[src/rtl/move_scheduler.sv]
// Purpose: serialises user moves to the cube logic and follows each with one drawer redraw.
// Latency: a move accepted into an idle, empty queue is issued (mv_start) in the cycle after the next edge.
// Backpressure: move_ready drops while the queue holds DEPTH moves; codes 12-15 are dropped silently.
//
// Ports:
//   clk, reset            single clock, synchronous active-high reset
//   move_valid/move_code  move request in (code 0-11), move_ready = queue has room
//   refresh               redraw request without a move (remembered until a redraw runs)
//   mv_start/mv_code      one-cycle apply command to the cube logic, mv_done = move applied
//   redraw/draw_busy      one-cycle redraw command to the drawer, draw_busy = drawer plotting
//   busy, pending         scheduler not idle, number of queued moves
//   err_timeout           sticky: a move never came back with mv_done

// Purpose: generic synchronous FIFO with registered occupancy count.
// Latency: pushed data is visible at head_dat after the push edge.
// Backpressure: push_rdy comes from the registered count only, so a full FIFO refuses a push even when popped.
module fifo #(
    parameter int DEPTH = 4,
    parameter int WIDTH = 4,
    localparam int CW   = $clog2(DEPTH + 1),
    localparam int PW   = (DEPTH > 1) ? $clog2(DEPTH) : 1
) (
    input  logic             clk,
    input  logic             reset,
    input  logic             push_vld,
    input  logic [WIDTH-1:0] push_dat,
    output logic             push_rdy,
    input  logic             pop,
    output logic [WIDTH-1:0] head_dat,
    output logic [CW-1:0]    count
);
    logic [WIDTH-1:0] mem [DEPTH];
    logic [PW-1:0]    wr_ptr;
    logic [PW-1:0]    rd_ptr;
    logic             do_push;
    logic             do_pop;

    assign push_rdy = (count < CW'(DEPTH));
    assign do_push  = push_vld && push_rdy;
    assign do_pop   = pop && (count != '0);
    assign head_dat = mem[rd_ptr];

    always_ff @(posedge clk) begin
        if (reset) begin
            wr_ptr <= '0;
            rd_ptr <= '0;
            count  <= '0;
        end else begin
            if (do_push) begin
                mem[wr_ptr] <= push_dat;
                wr_ptr      <= (wr_ptr == PW'(DEPTH - 1)) ? '0 : wr_ptr + 1'b1;
            end
            if (do_pop) begin
                rd_ptr <= (rd_ptr == PW'(DEPTH - 1)) ? '0 : rd_ptr + 1'b1;
            end
            case ({do_push, do_pop})
                2'b10:   count <= count + 1'b1;
                2'b01:   count <= count - 1'b1;
                default: count <= count;
            endcase
        end
    end
endmodule

module move_scheduler #(
    parameter int DEPTH     = 4,
    parameter int TIMEOUT   = 255,
    parameter int START_WIN = 8
) (
    input  logic       clk,
    input  logic       reset,
    input  logic       move_valid,
    input  logic [3:0] move_code,
    output logic       move_ready,
    input  logic       refresh,
    output logic       mv_start,
    output logic [3:0] mv_code,
    input  logic       mv_done,
    output logic       redraw,
    input  logic       draw_busy,
    output logic       busy,
    output logic [2:0] pending,
    output logic       err_timeout
);
    localparam int CW = $clog2(DEPTH + 1);

    typedef enum logic [2:0] {
        IDLE,
        ISSUE,
        WAIT_MOVE,
        REDRAW,
        WAIT_DRAW_START,
        WAIT_DRAW_END
    } state_t;

    state_t        state;
    logic [7:0]    timer;
    logic          refresh_pend;
    logic [CW-1:0] q_count;
    logic [3:0]    q_head;
    logic          q_push;
    logic          q_pop;

    // Codes above 11 are not real moves; they never enter the queue.
    assign q_push  = move_valid && (move_code <= 4'd11);
    // ISSUE always lasts exactly one cycle, so popping throughout it pops once on exit.
    assign q_pop   = (state == ISSUE);
    assign pending = 3'(q_count);

    fifo #(
        .DEPTH (DEPTH),
        .WIDTH (4)
    ) u_queue (
        .clk      (clk),
        .reset    (reset),
        .push_vld (q_push),
        .push_dat (move_code),
        .push_rdy (move_ready),
        .pop      (q_pop),
        .head_dat (q_head),
        .count    (q_count)
    );

    // mv_start, redraw and busy are registered alongside the state so they
    // always equal the decode of the state being entered.
    always_ff @(posedge clk) begin
        if (reset) begin
            state        <= IDLE;
            timer        <= '0;
            refresh_pend <= 1'b0;
            mv_start     <= 1'b0;
            mv_code      <= '0;
            redraw       <= 1'b0;
            busy         <= 1'b0;
            err_timeout  <= 1'b0;
        end else begin
            mv_start <= 1'b0;
            redraw   <= 1'b0;
            if (refresh) begin
                refresh_pend <= 1'b1;
            end
            case (state)
                IDLE: begin
                    // Holding off while the drawer is still plotting keeps a
                    // late draw_busy from overlapping a move.
                    if ((q_count != '0) && !draw_busy) begin
                        state    <= ISSUE;
                        mv_start <= 1'b1;
                        mv_code  <= q_head;
                        busy     <= 1'b1;
                    end else if (refresh_pend) begin
                        state  <= REDRAW;
                        redraw <= 1'b1;
                        busy   <= 1'b1;
                    end
                end
                ISSUE: begin
                    timer <= '0;
                    state <= WAIT_MOVE;
                end
                WAIT_MOVE: begin
                    if (mv_done || (timer == 8'(TIMEOUT - 1))) begin
                        if (!mv_done) begin
                            err_timeout <= 1'b1;
                        end
                        state  <= REDRAW;
                        redraw <= 1'b1;
                    end else if (timer != 8'hFF) begin
                        timer <= timer + 8'd1;
                    end
                end
                REDRAW: begin
                    // This redraw satisfies any earlier refresh; one arriving
                    // in this very cycle still needs its own redraw.
                    refresh_pend <= refresh;
                    timer        <= '0;
                    state        <= WAIT_DRAW_START;
                end
                WAIT_DRAW_START: begin
                    if (draw_busy) begin
                        state <= WAIT_DRAW_END;
                    end else if (timer == 8'(START_WIN - 1)) begin
                        state <= IDLE;
                        busy  <= 1'b0;
                    end else if (timer != 8'hFF) begin
                        timer <= timer + 8'd1;
                    end
                end
                WAIT_DRAW_END: begin
                    if (!draw_busy) begin
                        state <= IDLE;
                        busy  <= 1'b0;
                    end
                end
                default: begin
                    state <= IDLE;
                    busy  <= 1'b0;
                end
            endcase
        end
    end
endmodule

[config.mk]
export PLATFORM = sky130hd
export DESIGN_NAME = move_scheduler
export DESIGN_NICKNAME = d
export VERILOG_FILES = /design/src/rtl/move_scheduler.sv
export SDC_FILE = /design/constraint.sdc
export NUM_CORES = 1
export LEC_CHECK = 0
export CAP_MARGIN = 20
export CORE_ASPECT_RATIO = 0.75
export CORE_MARGIN = 5
export CORE_UTILIZATION = 50
export CTS_CLUSTER_SIZE = 8
export DETAILED_ROUTE_END_ITERATION = 12
export PLACE_DENSITY = 0.75
export SLEW_MARGIN = 15
export SYNTH_ARGS = -nofsm -noshare
export SYNTH_HDL_FRONTEND = slang
export SYNTH_HIERARCHICAL = 1
export SYNTH_SLANG_ARGS = --single-unit
[constraint.sdc]
create_clock -name clk -period 2.25 [get_ports clk]
set_clock_uncertainty 0.1 [all_clocks]
set_input_delay 0.225 -clock clk [delete_from_list [all_inputs] [get_ports clk]]
set_output_delay 0.225 -clock clk [all_outputs]
set_load 0.1 [all_outputs]
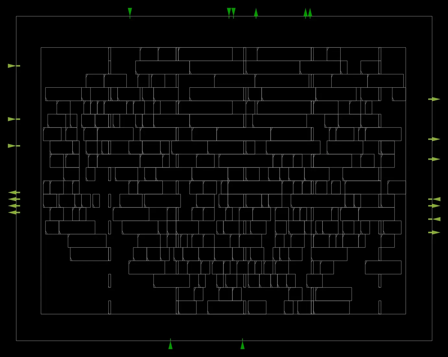
Fig. 1. Cell outlines without signal wires (run 1).
flop share of the area: 41.6%
Core Region: 4050 um^2
fill count: 339
total number of sequential cells: 45
Tap Cells: 55

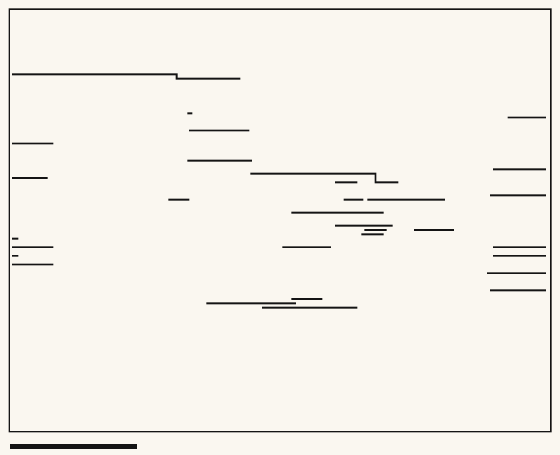
Fig. 2. M3 wires (run 1).
The bar under the picture is 20 um long.
- nets with wire on the layer: 27
- longest straight run: 25.8 um
- wire length on this layer: 258 um
- share of all routed wire: 6.1%
- main direction: horizontal

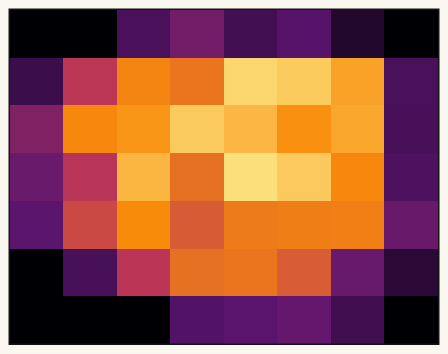
Fig. 3. Local utilization (run 1).
8 x 7 tiles, from black (low) to pale yellow (high), 0 to 100% covered.
- mean over tiles: 44%
- nearly empty tiles: 14%
- densest ninth of the die: middle
- fullest tile: 93%
- emptiest ninth of the die: bottom left
- tiles over 75% full: 20%
floorplan core density: 52.0%
Layout Utilization: 63.3%

==> results.py, run 1 <==
# Generated from Yosys and OpenROAD reports
metrics = {
    "critical_path": {
        "rr_startpoint": "state[2]$_SDFFE_PP0P_",
        "cp_slowest_cell": "fa_1",
        "slowest_delay_ns": 0.38,
    },
    "timing": {
        "max_clock_freq_mhz": 460,
        "fin_tns_setup_ns": 0,
    },
    "layout": {
        "comb_share_pct": 38.1,
        "seqCellArea_um2": 1070,
        "nNonClkBuffers": 37,
        "lay_top_count": "buf_4",
        "combGateArea_um2": 978,
    },
    "floorplanning": {
        "ios": 22,
        "die_w_um": 85.0,
        "rows": 20,
    },
    "synthesis": {
        "ys_sh_aoi_pct": 13.8,
        "mux_share_pct": 7.13,
        "syn_area_um2": 2110,
        "ys_warn_count": 6,
    },
    "detailed_routing": {
        "dr.pass1.iters": 4,
    },
    "flow_run": {
        "drv_cap": 0,
    },
    "clock_network": {
        "post_cts_buffers": 0,
        "cts_tree": "built",
    },
    "run_status": {
        "status": "finished clean",
    },
}
==> run 2, diff against run 1 <==
CAP_MARGIN = unset   (was 20)
TNS_END_PERCENT = 10   (was unset)
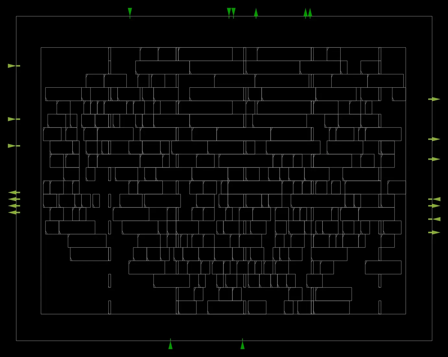
Fig. 4. Cell outlines without signal wires (run 2).
row count: 20
fin cells: 294

==> results.py, run 2 <==
# Generated from Yosys and OpenROAD reports
metrics = {
    "clock_network": {
        "cts_tree": "built",
        "ctsResizeCount": 0,
        "post_cts_buffers": 0,
    },
    "synthesis": {
        "synth.logic.top_family": "simple AND/OR/NAND/NOR gates",
        "ys_warn_count": 6,
        "mux_share_pct": 7.13,
        "syn_area_um2": 2110,
        "simple_gate_share_pct": 18.1,
        "ys_seq_share_pct": 50.4,
        "ys_sh_aoi_pct": 13.8,
        "yosys_area_um2": 2110,
    },
    "layout": {
        "biggestCellCategory": "registers",
        "combGateArea_um2": 978,
        "drive_gt1_share_pct": 22.6,
        "comb_share_pct": 38.1,
        "flops": 45,
        "fin_nets": 257,
        "lay_top_count": "buf_4",
        "sh_seq_area_pct": 41.6,
        "nNonClkBuffers": 37,
        "utilization_pct": 63.3,
        "nFillCells": 339,
        "seqCellArea_um2": 1070,
        "design_area_um2": 2570,
        "top_register": "u_queue/mem",
    },
    "critical_path": {
        "critPathRequiredTime_ns": 2.37,
        "path_buffers": 2,
        "cp_slowest_cell": "fa_1",
        "critPathArrivalTime_ns": 2.29,
        "slowest_delay_ns": 0.38,
        "rr_startpoint": "state[2]$_SDFFE_PP0P_",
    },
    "floorplanning": {
        "core-area_um2": 4050,
        "ios": 22,
        "taps": 55,
        "die_w_um": 85.0,
        "dieArea_um2": 5630,
        "initial_core_util_pct": 52.0,
    },
    "flow_run": {
        "drv_cap": 0,
    },
    "power": {
        "power-top-group": "combinational logic",
        "swShare_pct": 39.7,
    },
    "placed_design": {
        "dp_cells": 286,
    },
    "detailed_routing": {
        "drt_wl_total_um": 4220,
        "viasPerCell": 5.42,
        "dr.pass1.iters": 4,
        "drt_iter0_markers": 243,
    },
    "timing": {
        "fin_tns_setup_ns": 0,
        "worstMarginPinSlew_ns": 0.462,
        "max_clock_freq_mhz": 460,
    },
    "run_status": {
        "status": "finished clean",
    },
}
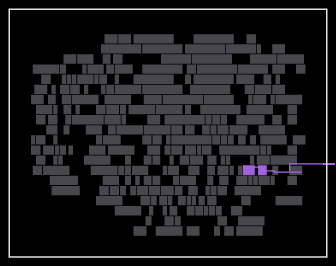
Fig. 5. Wires at chosen ports, followed through buffers (run 2).
- purple: mv_done (bits 1; direction input; edge right; end cells 2; buffers 1; wire 25.1 um)

No activity file was given, so power comes from the tool's default toggle rates.
